[config.mk]
export PLATFORM = sky130hd
export DESIGN_NAME = uart_rx_fifo_flat
export DESIGN_NICKNAME = d
export VERILOG_FILES = /design/src/rtl/uart_rx_fifo_if.sv /design/src/rtl/uart_rx_fifo.sv /design/src/flat_wrapper.sv
export SDC_FILE = /design/constraint.sdc
export NUM_CORES = 1
export LEC_CHECK = 0
export CORE_MARGIN = 3
export CORE_UTILIZATION = 40
export CTS_BUF_LIST = sky130_fd_sc_hd__clkbuf_16
export DETAILED_ROUTE_END_ITERATION = 8
export PLACE_DENSITY = 0.57
export SLEW_MARGIN = 20
export SYNTH_ARGS = -nofsm -noshare
export SYNTH_HDL_FRONTEND = slang
export SYNTH_SLANG_ARGS = --single-unit
[constraint.sdc]
create_clock -name ACLK -period 6.5 [get_ports ACLK]
set_clock_uncertainty 0.05 [all_clocks]
set_input_delay 1.95 -clock ACLK [delete_from_list [all_inputs] [get_ports ACLK]]
set_output_delay 1.95 -clock ACLK [all_outputs]
set_load 0.005 [all_outputs]
[src/rtl/uart_rx_fifo_if.sv]
// Bus bundle for uart_rx_fifo: upstream UART byte handshake plus the consumer pop/status side.
// Upstream byte handshake: RX_DATA_VALID is held high with a stable RX_DATA until RX_DATA_READ pulses for one cycle; the byte is taken on the edge that ends that cycle.
interface uart_rx_fifo_if #(
  parameter int DEPTH = 16
);
  logic [7:0]               RX_DATA;
  logic                     RX_DATA_VALID;
  logic                     RX_DATA_READ;
  logic                     RD_EN;
  logic [7:0]               RD_DATA;
  logic                     EMPTY;
  logic                     FULL;
  logic [$clog2(DEPTH):0]   COUNT;
  logic                     OVERRUN;
  logic                     OVERRUN_CLR;
  logic [0:0]               intake_state;

  modport master (
    output RX_DATA, RX_DATA_VALID, RD_EN, OVERRUN_CLR,
    input  RX_DATA_READ, RD_DATA, EMPTY, FULL, COUNT, OVERRUN, intake_state
  );

  modport slave (
    input  RX_DATA, RX_DATA_VALID, RD_EN, OVERRUN_CLR,
    output RX_DATA_READ, RD_DATA, EMPTY, FULL, COUNT, OVERRUN, intake_state
  );
endinterface

[src/rtl/uart_rx_fifo.sv]
// Byte FIFO behind a UART receiver: one-cycle ack intake, show-ahead read port, sticky overrun flag.
module uart_rx_fifo #(
  parameter int DEPTH = 16
) (
  input logic ACLK,
  input logic RESETN,
  uart_rx_fifo_if.slave bus
);
  localparam int AW = $clog2(DEPTH);
  localparam int CW = AW + 1;
  localparam logic [CW-1:0] CNT_FULL = CW'(DEPTH);

  localparam logic [0:0] ST_WAIT = 1'b0;
  localparam logic [0:0] ST_HOLD = 1'b1;

  logic [0:0]    state;
  logic [7:0]    mem [0:DEPTH-1];
  logic [AW-1:0] wr_ptr;
  logic [AW-1:0] rd_ptr;
  logic [CW-1:0] count;
  logic          overrun;
  logic          ack;
  logic          pop;
  logic          push;
  logic          drop;
  logic          full;
  logic          empty;

  // A full FIFO still accepts a byte when a pop frees a slot in the same cycle.
  always_comb begin
    empty = (count == '0);
    full  = (count == CNT_FULL);
    ack   = (state == ST_WAIT) && bus.RX_DATA_VALID;
    pop   = bus.RD_EN && !empty;
    push  = ack && (!full || pop);
    drop  = ack && full && !pop;
  end

  // HOLD spaces acks apart so an upstream that is slow to drop VALID is not double-read.
  always_ff @(posedge ACLK or negedge RESETN) begin
    if (!RESETN) begin
      state <= ST_WAIT;
    end else begin
      case (state)
        ST_WAIT: if (bus.RX_DATA_VALID) state <= ST_HOLD;
        default: state <= ST_WAIT;
      endcase
    end
  end

  always_ff @(posedge ACLK or negedge RESETN) begin
    if (!RESETN) begin
      wr_ptr <= '0;
      rd_ptr <= '0;
      count  <= '0;
    end else begin
      if (push) wr_ptr <= wr_ptr + AW'(1);
      if (pop)  rd_ptr <= rd_ptr + AW'(1);
      if (push && !pop)      count <= count + CW'(1);
      else if (pop && !push) count <= count - CW'(1);
    end
  end

  always_ff @(posedge ACLK) begin
    if (push) mem[wr_ptr] <= bus.RX_DATA;
  end

  // Setting wins over a coincident clear so a drop is never lost.
  always_ff @(posedge ACLK or negedge RESETN) begin
    if (!RESETN)              overrun <= 1'b0;
    else if (drop)            overrun <= 1'b1;
    else if (bus.OVERRUN_CLR) overrun <= 1'b0;
  end

  assign bus.RX_DATA_READ = ack;
  assign bus.RD_DATA      = empty ? 8'h00 : mem[rd_ptr];
  assign bus.EMPTY        = empty;
  assign bus.FULL         = full;
  assign bus.COUNT        = count;
  assign bus.OVERRUN      = overrun;
  assign bus.intake_state = state;
endmodule

[src/flat_wrapper.sv]
// flat-port wrapper written by rule: the top's interface ports become plain ports
module uart_rx_fifo_flat 
#(
  parameter int DEPTH = 16
)
  (ACLK, RESETN, bus_RX_DATA, bus_RX_DATA_VALID, bus_RD_EN, bus_OVERRUN_CLR, bus_RX_DATA_READ, bus_RD_DATA, bus_EMPTY, bus_FULL, bus_COUNT, bus_OVERRUN, bus_intake_state);
  uart_rx_fifo_if #(.DEPTH(DEPTH)) bus_i ();
  input logic ACLK;
  input logic RESETN;
  input wire logic [$bits(bus_i.RX_DATA)-1:0] bus_RX_DATA;
  input wire logic [$bits(bus_i.RX_DATA_VALID)-1:0] bus_RX_DATA_VALID;
  input wire logic [$bits(bus_i.RD_EN)-1:0] bus_RD_EN;
  input wire logic [$bits(bus_i.OVERRUN_CLR)-1:0] bus_OVERRUN_CLR;
  output wire logic [$bits(bus_i.RX_DATA_READ)-1:0] bus_RX_DATA_READ;
  output wire logic [$bits(bus_i.RD_DATA)-1:0] bus_RD_DATA;
  output wire logic [$bits(bus_i.EMPTY)-1:0] bus_EMPTY;
  output wire logic [$bits(bus_i.FULL)-1:0] bus_FULL;
  output wire logic [$bits(bus_i.COUNT)-1:0] bus_COUNT;
  output wire logic [$bits(bus_i.OVERRUN)-1:0] bus_OVERRUN;
  output wire logic [$bits(bus_i.intake_state)-1:0] bus_intake_state;
  assign bus_i.RX_DATA = bus_RX_DATA;
  assign bus_i.RX_DATA_VALID = bus_RX_DATA_VALID;
  assign bus_i.RD_EN = bus_RD_EN;
  assign bus_i.OVERRUN_CLR = bus_OVERRUN_CLR;
  assign bus_RX_DATA_READ = bus_i.RX_DATA_READ;
  assign bus_RD_DATA = bus_i.RD_DATA;
  assign bus_EMPTY = bus_i.EMPTY;
  assign bus_FULL = bus_i.FULL;
  assign bus_COUNT = bus_i.COUNT;
  assign bus_OVERRUN = bus_i.OVERRUN;
  assign bus_intake_state = bus_i.intake_state;
  uart_rx_fifo #(.DEPTH(DEPTH)) u_core (.ACLK(ACLK), .RESETN(RESETN), .bus(bus_i));
endmodule
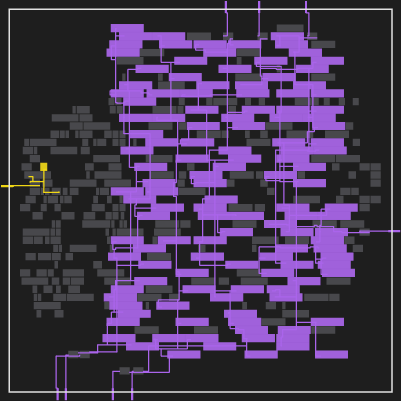
(wires at chosen ports, followed through buffers)
(3 px per um)
purple -> bus_RX_DATA  # direction input, end cells 128, wire 1540 um
yellow -> bus_RX_DATA_READ  # direction output, end cells 1, wire 31.4 um

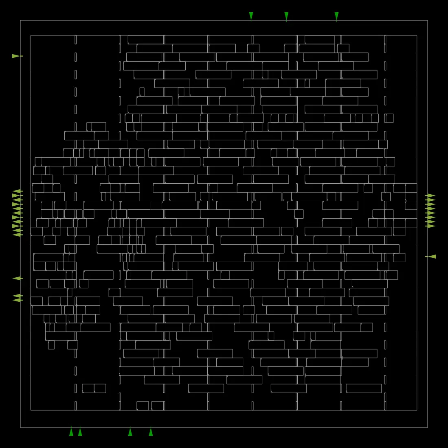
(cell placement)
number of non-filler instances in the completed layout: 535
fillcell total: 1196
Layout Utilization: 48.3%

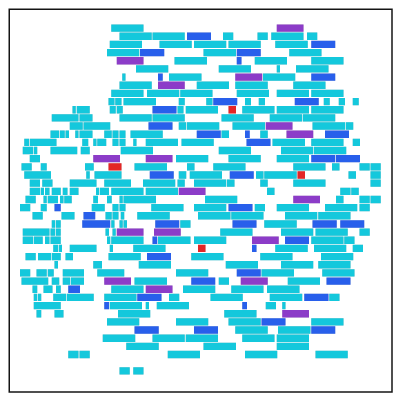
(sizing map)
(3 px per um)
purple -> _6 and larger  # cells 17, share 4.8%
blue -> _2 cells  # cells 43, share 12%
red -> _3 and _4 cells  # cells 4, share 1.1%
cyan -> _0 and _1 cells  # cells 291, share 82%

==> notes.md <==
Here are the numbers from the latest Yosys + OpenROAD run.

The flow ran to the end, and the final reports show no timing, DRC or antenna violations. Per the power-grid run, VDD falls by no more than 197 uV. The highest fanout seen on the critical path is 4. Looking at the max-slew report, the worst-margin pin has a slew of approximately 1000 ps. The clock transition at the register clock pins on the worst setup and hold paths after CTS is approximately 60 ps. The synthesis run identifies the leading combinational cell family as multiplexers. The via count of the first global-routing pass came out at approximately 3100. The XOR/XNOR share of the synthesized area is under 10%. The met2 capacity usage during global routing came out at a little under a quarter. The average vias per placed instance is approximately 5.3.

The site row count came out at 43. The largest individual stage delay along the critical path comes from the cell sky130_fd_sc_hd__clkdlybuf4s50_1. The root buffer cell chosen for the clock tree is sky130_fd_sc_hd__clkbuf_16. The antenna cell count is 0. The number of buffers outside the clock class in the layout came out at 33.

The total CTS buffers is 17. The number of endpoints failing setup at the final stage came out at 0. The final timing report lists a hold violation count of 0. The core region area is 14100 um2.

Sequential cells account for about 43% of the total power. In this run, post-CTS repair resized a total of 0 instances. The critical path starts at bus_RX_DATA_VALID. The non-clock buffer area fraction after layout is 4.74%. The area taken by flip-flops and latches is about 4200 um2. For this run, global-route usage on met1 was measured as 19.4%. The boundary pin count came out at 31.

The residual antenna-violating net count after detailed routing is 0. The layout-stage area growth over the synthesis result came out at 16.0%. After layout, the worst path uses 80.0% of the clock period. The first global-routing pass estimated ~18000 um of wire. The final number of max-transition violations came out at 0. The number of clock buffers in the layout is 17. The minimum hold slack came out at around 420 ps. The synthesized net count came out at ~330.

After floorplanning, the die was sized to cover between 15000 and 20000 um2. The share of post-route cells with drive strength above 1 is between 15 and 20%. The yosys warning tally is 0. Global routing used between 3 and 4% of the available met3 tracks. The AND-OR/OR-AND share of the synthesized area came out at approximately 3.5%. The starting density of the core came out at between 40% and 50%.

The number of hold buffers added after cts came out at 0. The setup total negative slack came out at 0 ps. The most common library cell in the layout ignoring fill and taps is sky130_fd_sc_hd__edfxtp_1. Multi-input gates account for between 20 and 25% of the area. met2 is the most crowded layer. The combinational cell area excluding buffers and inverters is ~1500 um2.

The internal portion of the total power is between 2 and 2.5 mW. The depth of the most critical reg-to-reg path came out at 8. The number of search-and-repair iterations in the first detailed-routing pass came out at 4.

Entering global routing, the biggest net connects 27 pins. TritonCTS built the clock tree. The report lists the cells along the critical path as clkdlybuf4s50_1, nor2b_1, clkdlybuf4s50_1.

The height of the chip came out at 127 um. The power report shows net switching accounting for approximately 30% of the total.
power by group through the flow:
stage / logic, mW / clock network (mW) / registers (mW)
2_1_floorplan: 0.652 / 0 / 1.16
3_3_place_gp: 0.858 / 0 / 1.27
3_5_place_dp: 0.868 / 0 / 1.27
4_1_cts: 0.871 / 0.825 / 1.26
5_1_grt: 0.935 / 0.862 / 1.27
6_report: 0.849 / 0.811 / 1.25
metrics by stage:
stage                     worst slack (ps)  power [mW]  utilization, %  area (um2)
after floorplan                       2330        1.81               -        5860
after global routing                  1130        3.07            48.3        6810
after global placement                1330        2.13            44.8        6320
final                                 1300        2.91            48.3        6810
after CTS                             1290        2.95            48.3        6810
after detailed placement              1300        2.14            44.8        6320
Yosys cell counts, drive strengths merged:
cell     count  share of area (%)
a2111oi      1               0.15
a211oi      16                2.0
a21o         2               0.26
a21oi        2               0.17
and2        12                1.3
and3b        2               0.36
buf         13                1.4
clkbuf       3               0.19
dfrtp       15                6.4
edfxtp     128                 66
fa           1               0.34
ha           9                1.9
inv          8               0.51
mux2         2               0.38
mux2i        9                1.5
mux4        32                 12
nand2        7               0.45
nand2b       1               0.11
nand3        2               0.17
nand4        1               0.11
nor2         7               0.45
nor2b        9               0.96
nor3         4               0.34
nor3b        1               0.13
o211ai       1               0.13
o21ai        6               0.51
o31a         1               0.15
o31ai        1               0.13
or2          1               0.11
or3          1               0.11
xnor2        7                1.0
xor2         2               0.30
sequential cells by signal, indices dropped and copies added (netlist names):
name	count
u_core.rd_ptr	4
u_core.bus.OVERRUN	1
u_core.wr_ptr	4
u_core.mem	128
u_core.bus.COUNT	5
u_core.bus.intake_state	1
per-layer routing:
layer	share of wire (%)	routed length (um)	vias to the layer above
met2	50	5580	66
met4	0.78	87	0
met1	45	5040	1484
met3	3.9	434	9
li1	-	-	1295
met5	0	0	-
Power and IR drop assume default switching activity.
